===== src/rtl/wb_retire_unit.sv =====
// Write-back/retire stage: load filtering, write-data select, registered RF write,
// saturating retire counter and halt FSM. Optional trace port: WB_RETIRE_TRACE_EN.
module wb_retire_unit #(
    parameter int BITS_SIZE = 32,
    parameter int BITS_REGS = 5,
    parameter int BITS_CNT  = 32
) (
    input  logic                 i_clk,
    input  logic                 i_reset,
    input  logic                 i_step,
    input  logic                 i_resume,
    input  logic [BITS_SIZE-1:0] i_pc8,
    input  logic [BITS_SIZE-1:0] i_instruction,
    input  logic [BITS_SIZE-1:0] i_alu,
    input  logic [BITS_SIZE-1:0] i_dato_mem,
    input  logic [BITS_REGS-1:0] i_register_rd_dst,
    input  logic [BITS_SIZE-1:0] i_extension,
    input  logic                 i_jal,
    input  logic                 i_lui,
    input  logic                 i_mem_to_reg,
    input  logic                 i_register_write,
    input  logic                 i_zero_extend,
    input  logic                 i_halt,
    input  logic [1:0]           i_size_filterL,
    output logic                 o_wr_enable,
    output logic [BITS_REGS-1:0] o_wr_addr,
    output logic [BITS_SIZE-1:0] o_wr_data,
    output logic [BITS_CNT-1:0]  o_retired_count,
`ifdef WB_RETIRE_TRACE_EN
    output logic                 o_trace_valid,
    output logic [BITS_SIZE-1:0] o_trace_instr,
    output logic [BITS_SIZE-1:0] o_trace_pc,
`endif
    output logic                 o_halted
);

    typedef enum logic [1:0] {RUN, HALT_PEND, HALTED} state_t;

    state_t               state;
    logic [BITS_SIZE-1:0] load_data;
    logic [BITS_SIZE-1:0] sel_data;
    logic                 retire;
    logic                 counted;
    logic                 unused_ext;

    // lui only consumes the low half of the immediate
    assign unused_ext = ^i_extension[BITS_SIZE-1:16];

    assign retire  = (state == RUN) && i_step;
    assign counted = retire && (i_instruction != '0);

    // NOTE: every always_comb output gets a default first so no latch is inferred.
    always_comb begin
        load_data = i_dato_mem;
        case (i_size_filterL)
            2'b00: load_data = i_zero_extend
                ? {{(BITS_SIZE-8){1'b0}}, i_dato_mem[7:0]}
                : {{(BITS_SIZE-8){i_dato_mem[7]}}, i_dato_mem[7:0]};
            2'b01: load_data = i_zero_extend
                ? {{(BITS_SIZE-16){1'b0}}, i_dato_mem[15:0]}
                : {{(BITS_SIZE-16){i_dato_mem[15]}}, i_dato_mem[15:0]};
            default: load_data = i_dato_mem;
        endcase
    end

    always_comb begin
        sel_data = i_alu;
        if (i_jal)
            sel_data = i_pc8;
        else if (i_lui)
            sel_data = {i_extension[15:0], {(BITS_SIZE-16){1'b0}}};
        else if (i_mem_to_reg)
            sel_data = load_data;
    end

    // NOTE: sequential state uses non-blocking assignments only, so every register
    // samples the pre-edge values regardless of statement order.
    always_ff @(posedge i_clk or negedge i_reset) begin
        if (!i_reset) begin
            state           <= RUN;
            o_halted        <= 1'b0;
            o_wr_enable     <= 1'b0;
            o_wr_addr       <= '0;
            o_wr_data       <= '0;
            o_retired_count <= '0;
        end else begin
            o_wr_enable <= retire && i_register_write && (i_register_rd_dst != '0) && !i_halt;
            if (retire) begin
                o_wr_addr <= i_register_rd_dst;
                o_wr_data <= sel_data;
            end
            if (counted && (o_retired_count != '1))
                o_retired_count <= o_retired_count + BITS_CNT'(1);

            case (state)
                RUN: begin
                    if (retire && i_halt)
                        state <= HALT_PEND;
                end
                HALT_PEND: begin
                    state    <= HALTED;
                    o_halted <= 1'b1;
                end
                HALTED: begin
                    if (i_resume) begin
                        state    <= RUN;
                        o_halted <= 1'b0;
                    end
                end
                default: begin
                    state    <= RUN;
                    o_halted <= 1'b0;
                end
            endcase
        end
    end

`ifdef WB_RETIRE_TRACE_EN
    always_ff @(posedge i_clk or negedge i_reset) begin
        if (!i_reset) begin
            o_trace_valid <= 1'b0;
            o_trace_instr <= '0;
            o_trace_pc    <= '0;
        end else begin
            o_trace_valid <= counted;
            if (retire) begin
                o_trace_instr <= i_instruction;
                o_trace_pc    <= i_pc8 - BITS_SIZE'(8);
            end
        end
    end
`endif

endmodule

===== config.mk =====
export PLATFORM = sky130hd
export DESIGN_NAME = wb_retire_unit
export DESIGN_NICKNAME = d
export VERILOG_FILES = /design/src/rtl/wb_retire_unit.sv
export SDC_FILE = /design/constraint.sdc
export NUM_CORES = 1
export LEC_CHECK = 0
export ABC_AREA = 1
export ABC_CLOCK_PERIOD_IN_PS = 2270
export CORE_UTILIZATION = 42
export CTS_BUF_LIST = sky130_fd_sc_hd__clkbuf_4
export CTS_CLUSTER_DIAMETER = 60
export CTS_CLUSTER_SIZE = 25
export DETAILED_ROUTE_END_ITERATION = 8
export PLACE_DENSITY = 0.89
export SLEW_MARGIN = 20
export SYNTH_ARGS = -nofsm -noshare
export SYNTH_HDL_FRONTEND = slang
export SYNTH_SLANG_ARGS = --single-unit

===== constraint.sdc =====
create_clock -name i_clk -period 2.27 [get_ports i_clk]
set_input_delay 0.681 -clock i_clk [delete_from_list [all_inputs] [get_ports i_clk]]
set_output_delay 0.681 -clock i_clk [all_outputs]
set_load 0.01 [all_outputs]

Fig. 1: run 1, wiring by layer
The bar under the picture is 20 um long.
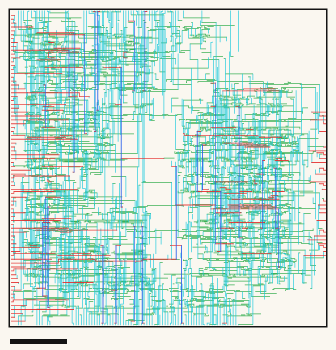
layer	color	wire length
M4	blue	794 um
M3	red	1230 um
M1	green	6410 um
M2	cyan	8430 um

Fig. 2: run 1, congestion heat map
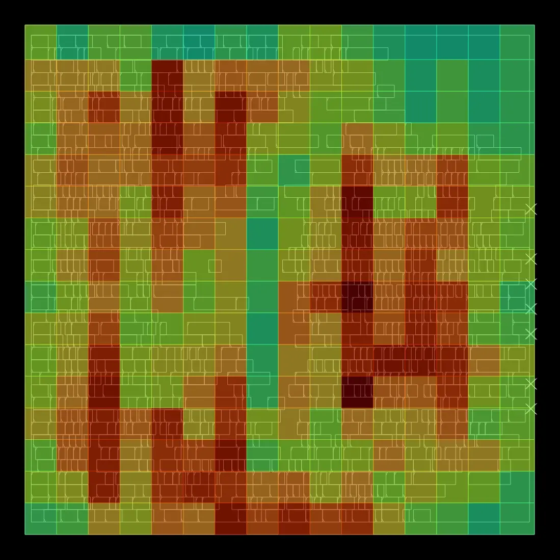
met2 usage: 50.69%
Top Usage Layer GRT: met2

Fig. 3: run 1, placed cells, one color a class
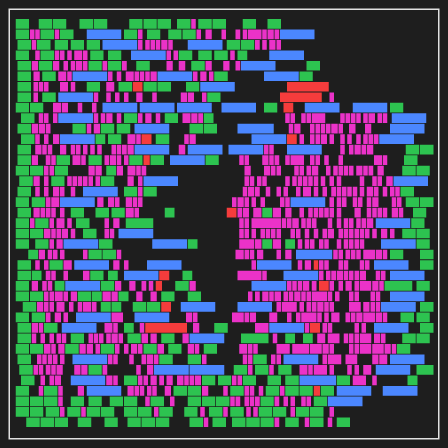
class	color	cells
registers	blue	73
clock drivers and dummy loads	red	16
remaining logic cells	magenta	677
remaining buffers and delay cells	green	255

==> Changelog: implementation, run 1 <==
### Physical design

- Worst IR Drop VDD: around 0.31 mV
- Hold Fails Final Rpt: 0
- CP arrival: roughly 1500 ps
- Number of nets with antenna violations after routing: 0
- Delay-heaviest family, CP: buffers and inverters
- Mean number of vias per cell: ~5.1
- WL met1: between 6 and 7 mm
- Syn Nets: ~960
- All-Layer GR Usage: 28.95%
- Routed wire length per instance: 14.49 um
- Final Non-Filler Cells: around 1200
- Gpl congestion: 0.9703
- Yosys stat area: roughly 5000 um2
- CTS tree: yes
- Drt drc: 14
- Critical path's largest stage delay: just under 600 ps
- #FFs+latches synth: about 73
- Leakage: 3.367 nW
- Chip height: 111.0 um
- Final Skew: between 10 and 15 ps
- Detail Route met3 WL: roughly 1.2 mm
- Post-synthesis sequential area ratio: between 30% and 40%
- Most numerous logic cell after layout: nand2_1
- Final worst-path cycle share: between 90% and 100%
- Setup Total Neg Slack: 0 ps
- Post-CTS Setup Inserts: 0
- CP Cell Sequence: clkdlybuf4s50_1
- Num rows: 39
- Crit path capture type: output port
- PortBufs: between 200 and 250
- Max_cap viols: 0
- Setup CP Type: flip-flop to output port
- NumNets Final: roughly 1200
- H-tree levels: 3
- Status: complete, but fails checks
- # Cells Yosys: 786
- Final setup viols: 0
- Root buffer cell: clkbuf_4
- Ys Warns: 0
- Cells after DPL: between 1000 and 1500
- Die area: around 12000 um2
- DR WL met2: about 8.4 mm
- Failing checks: design-rule violations
- Clock sinks: approximately 73
- Pwr per Cell Area: 553.4 nW/um2
- Initial detailed-routing violation count: approximately 420
- CTS buffer count: 9
- Area delta synth->final: 54.01%
- Worst path buffer plus inverter count: 1
- Hold Buf Count CTS: 0
- Startpoint types: flip-flop
- Mapped Cells: around 790
- Clock slew at reported path FFs: roughly 120 ps
- CP Max Fanout: 6
- Gr ovfl total: 0
- Syn avg cell area: roughly 6.4 um2
- Commonest non-fill, non-tap cells in the layout: nand2_1 (258), clkdlybuf4s50_1 (229), nor2_1 (174)
- Tool warnings: ~42
- Tightest Pin Transition: ~700 ps
- Top sig layer: met4
- Iteration tally of the first detailed-router pass: 7
- Initial antenna violation count: 0
- Die width: about 110 um
- Syn Std Cell Area: approximately 5000 um2
- Cell Type Count: 28
- Unrepaired setup endpoints after global routing: no
- Fill cells: around 960
- CTS Buffer Depth: 2
- Tmin final: 2197 ps
- Min-Delay Path Class: primary input to async pin
- Post-DP HPWL: around 13 mm
- Fmax: about 460 MHz
- Final WL: ~17 mm
- Crit path DRT: 1590 ps
- Core Box Area: around 12000 um2
- Worst R2R Setup Slack: ~430 ps
- Via count: 5911
- # diodes: 0
- Layout cell share with drive strength beyond 1: approximately 7.3%
- Slew headroom: between 50% and 60%
- Init Core Util: 43.35%
- Largest net degree at the start of global routing: approximately 44
- Pins over their slew limit: 0
- Post-Route Utilization: about two thirds
- Vias in the first global route: between 5000 and 6000
- First-pass GRT wire length: approximately 29 mm
- Insertion Delay late pin: 440 ps
- Fin worst setup slack: between 70 and 80 ps
- IO Pins: 248
- Worst slack, placed: -24.04 ps
- Hold_ws: roughly 170 ps
- Slowest cell on crit path: clkdlybuf4s50_1
[run 1: layout make-up]
class	instances	area [um2]	share of cell area, %
sequential	73	1831	23.81
multi-input combinational	628	2789	36.27
inverter	49	183.9	2.392
clock buffer	9	67.56	0.8788
clock inverter	7	108.9	1.416
tap	143	178.9	2.327
timing repair buffer	255	2530	32.90
[run 1: registers in the layout (all words and copies together) (netlist names)]
| name | flops |
|---|---|
| o_retired_count | 32 |
| o_wr_data | 32 |
| o_wr_addr | 5 |
| state | 2 |
| o_halted | 1 |
| o_wr_enable | 1 |
[run 1: cells by family after synthesis]
family / share of synthesized area [%]
DFF: 36.59
xor gates and xnor gates: 1.930
adders and majority gates: 0.2506
buffers and inverters: 7.594
AOI/OAI and AO/OA: 11.23
and+or+nand+nor: 42.41
[run 1: layer usage]
layer,GRT usage (%),up-vias
li1,-,2940
met1,33.04,2641
met2,50.69,273
met3,6.069,57
met4,15.59,0
met5,0,-
[run 1: report_power, final]
group / internal [mW] / total, mW / switching, mW
Combinational: 0.837 / 1.55 / 0.717
Sequential: 1.51 / 1.66 / 0.154
Clock: 0.548 / 1.04 / 0.493
Total: 2.89 / 4.25 / 1.36
[run 1: final timing paths]
kind	start	endpoint	depth (start not counted)
hold reg to reg	state[1]	state[1]	1
min in group i_clk	state[1]	state[1]	1
setup reg to reg	o_retired_count[1]	o_retired_count[7]	9
setup / recovery	o_retired_count[27]	o_retired_count[27]	1
hold / removal	i_reset	o_retired_count[5]	1
max in group asynchronous	i_reset	o_retired_count[28]	2
[run 1: repair_timing]
action                                  in CTS  in global routing
resized                                      0                  4
endpoints found under the setup margin       0                  4
endpoints found under the hold margin        0                  0
[run 1: synth_stat cells (all sizes together)]
| cell type | count | area share, % |
|---|---|---|
| a31oi | 17 | 2.1 |
| inv | 49 | 3.7 |
| dfrtp | 73 | 37 |
| clkbuf | 18 | 1.4 |
| xnor2 | 9 | 1.6 |
| nand4 | 1 | 0.43 |
| a21oi | 66 | 6.7 |
| o21ai | 24 | 2.4 |
| or2 | 1 | 0.13 |
| buf | 18 | 2.6 |
| ha | 1 | 0.25 |
| nand2 | 267 | 21 |
| nor2 | 183 | 14 |
| nor3 | 2 | 0.20 |
| nand3 | 55 | 6.6 |
| xor2 | 2 | 0.35 |
[run 1: metrics by stage]
stage          instance area (um2)  total power, mW
3_5_place_dp                  7506            3.232
4_1_cts                       7682            4.267
2_1_floorplan                 4992            2.298
5_1_grt                       7689            4.494
3_3_place_gp                  7506            3.201
6_report                      7689            4.255
--- run 2 (diff from run 1) ---
- ABC_CLOCK_PERIOD_IN_PS: 2270 -> unset
Fig. 4: run 2, congestion heat map
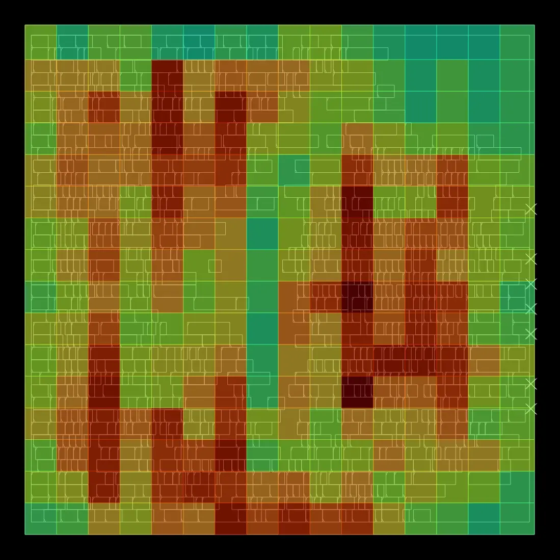
Post-Route Utilization: 66.76%
All-Layer GR Usage: 28.95%
met3 usage: 6.069%
routed wire length per instance: 14.49 um

Fig. 5: run 2, clock network drawn from the DEF
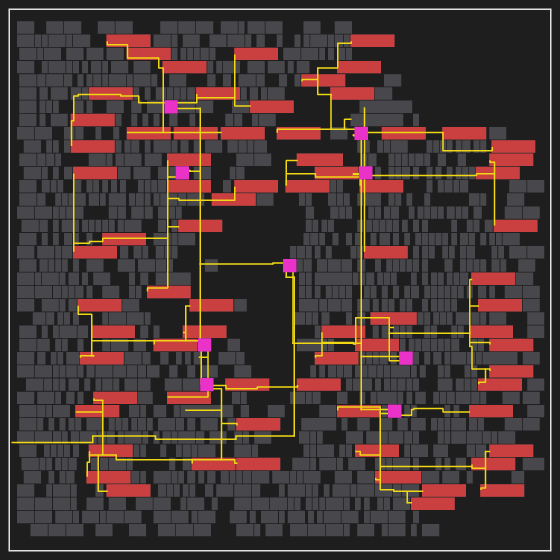
[flip-flops] red | count: 73
[clock-net drivers] magenta | count: 9
[clock wires] yellow | length: 1050 um
flops lie	widely spread

==> run 2 against run 1 <==
  * The flow still finishes with violations (design-rule violations)
  * Synthesized cell count unchanged
  * Largest cell class unchanged
  * Cell count did not move
  * Sequential power barely moved
  * Highest routed layer unchanged
==> Changelog: implementation, run 2 <==
### Physical design

- Ys async rst share: 100.0%
- Via count: ~6000
- Max_cap viols: 0
- CTS tree: yes
- CP Cell Sequence: clkdlybuf4s50_1
- Fill cells: 962
- Top_reg_cell synth: dfrtp_1
- Crit path DRT: between 1500 and 2000 ps
- Clock sinks: 73
- Initial detailed-routing violation count: around 420
- Delay-heaviest family, CP: buffers and inverters
- Gate Area: 2789 um2
- Cells on worst reg2reg path: 9
- Hold Buf Count CTS: 0
- Final WL: between 15 and 20 mm
- Num rows: 39
- Top Registers: o_retired_count (32), o_wr_data (32), o_wr_addr (5)
- Startpoint types: flip-flop
- Yosys stat area: about 5000 um2
- R2r startpoint: o_retired_count[1]
- Post-synth EDFFs: 0
- PortBufs: about 230
- Worst R2R Setup Slack: about 430 ps
- Layout cell share with drive strength beyond 1: 7.346%
- Chip height: 111.0 um
- Gpl congestion: ~0.97
- Commonest non-fill, non-tap cells in the layout: nand2_1 (258), clkdlybuf4s50_1 (229), nor2_1 (174)
- Hold_ws: 166.7 ps
- Synth cell count leaders: nand2_1 (258), nor2_1 (175), dfrtp_1 (73)
- Mapped Cells: 786
- # diodes: 0
- CP Max Fanout: 6
- Unrepaired setup endpoints after global routing: no
- FF-to-FF End: o_retired_count[7]
- Area delta synth->final: 54.01%
- Synth area leader: dfrtp_1
- # Cells Yosys: 786
- Pwr per Cell Area: 553.4 nW/um2
- Insertion Delay late pin: between 400 and 500 ps
- Critical path's largest stage delay: about 580 ps
- Core Box Area: about 12000 um2
- Fmax: 455.2 MHz
- Final worst-path cycle share: 96.78%
- Final Skew: 12.62 ps
- Die width: between 100 and 150 um
- Ys Warns: 0
- Initial antenna violation count: 0
- Drt drc: 14
- Syn avg cell area: around 6.4 um2
- Setup CP Type: flip-flop to output port
- #FFs+latches synth: 73
- Cells after DPL: 1148
- Cell Type Count: 28
- IO Pins: between 200 and 250
- Tightest Pin Transition: between 700 and 800 ps
- Register area: roughly 1800 um2
- Largest net degree at the start of global routing: about 44
- NumNets Final: roughly 1200
- CTS buffer count: 9
- Final Total Pwr: 4.255 mW
- Vias in the first global route: about 6000
- Worst path buffer plus inverter count: 1
- Most numerous logic cell after layout: nand2_1
- Final Non-Filler Cells: about 1200
- Gr ovfl total: 0
- Pins over their slew limit: 0
- CTS Buffer Depth: 2
- Tmin final: between 2000 and 2500 ps
- Post-synthesis sequential area ratio: 36.59%
- Syn Std Cell Area: roughly 5000 um2
- Final setup viols: 0
- Status: complete, but fails checks
- Failing checks: design-rule violations
- CP arrival: 1520 ps
- Root buffer cell: clkbuf_4
- Dominant cell area share: between 30% and 40%
- H-tree levels: 3
- Init Core Util: around 43%
- Tool warnings: 42
- Mean number of vias per cell: a little over 5
- Min-Delay Path Class: primary input to async pin
- Worst IR Drop VDD: 0.3126 mV
- Iteration tally of the first detailed-router pass: 7
- Post-DP HPWL: around 13 mm
- Number of nets with antenna violations after routing: 0
- Syn Nets: a little under 1000
- First-pass GRT wire length: between 20 and 30 mm
- Most frequent cell after synthesis: nand2_1
- Slew headroom: 53.26%
- Crit path capture type: output port
- Die area: ~12000 um2
- Leakage: roughly 3.4 nW
- Top cells by area: dfrtp_1 (37%), nand2_1 (19%), nor2_1 (13%)
- Slowest cell on crit path: clkdlybuf4s50_1
- Clock slew at reported path FFs: between 100 and 150 ps
- Hold Fails Final Rpt: 0
Fig. 6: run 2, wiring by layer
The bar under the picture is 20 um long.
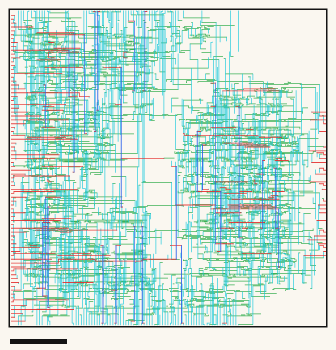
layer	color	wire length
M2	cyan	8430 um
M4	blue	794 um
M3	red	1230 um
M1	green	6410 um

## run 2: power by group
| group | internal [mW] | switching, mW |
|---|---|---|
| Combinational | 0.837 | 0.717 |
| Sequential | 1.51 | 0.154 |
| Clock | 0.548 | 0.493 |
| Total | 2.89 | 1.36 |
## run 2: cells by family (layout without fill, tap and decap cells)
kind of cell / Yosys count / after routing / synth area share [%]
AND-OR/OR-AND: 107 / 107 / 11.23
flip-flops: 73 / 73 / 36.59
XOR/XNOR: 11 / 11 / 1.930
AND/OR/NAND/NOR: 509 / 509 / 42.41
buffers and inverters: 85 / 320 / 7.594
adder cells (fa/ha/maj): 1 / 1 / 0.2506
## run 2: through the flow
| step | instance area, um2 | worst slack (ps) | util (%) | setup TNS, ps |
|---|---|---|---|---|
| final | 7689 | 73.12 | 66.76 | 0 |
| after global routing | 7689 | 16.08 | 66.76 | 0 |
| after CTS | 7682 | 35.16 | 66.71 | 0 |
| after detailed placement | 7506 | -24.04 | 65.18 | -138.3 |
| after global placement | 7506 | 2.772 | 65.18 | 0 |
| after floorplan | 4992 | 482.9 | - | 0 |
## run 2: timing repair
| action | CTS | global route |
|---|---|---|
| setup endpoints to repair | 0 | 4 |
| setup buffers | 0 | 0 |
| resized | 0 | 4 |
## run 2: final cells by class
| cell class | count | area share (%) |
|---|---|---|
| clock inverters | 7 | 1.416 |
| clock buffers | 9 | 0.8788 |
| well taps | 143 | 2.327 |
| multi-input cells | 628 | 36.27 |
| repair buffers | 255 | 32.90 |
| inverters | 49 | 2.392 |
| flip-flops and latches | 73 | 23.81 |
## run 2: layer usage
layer,global-route usage (%),part of all wire (%)
met5,0,0
met1,33.04,38
met3,6.069,7.3
met4,15.59,4.7
met2,50.69,50
## run 2: worst max-delay path by stage
stage | start | endpoint | slack [ps] | cells past startpoint
6_report | o_retired_count[27] | o_retired_count[27] | 70 | 1
5_1_grt | o_retired_count[27] | o_retired_count[27] | 20 | 1
4_1_cts | o_retired_count[28] | o_retired_count[28] | 40 | 1
3_5_place_dp | i_step | o_retired_count[7] | -20 | 6
3_3_place_gp | i_size_filterL[1] | o_wr_data[25] | 3 | 6
2_1_floorplan | o_retired_count[0] | o_retired_count[24] | 480 | 9
Power figures rest on the tool's default switching activity, not on a simulated workload.
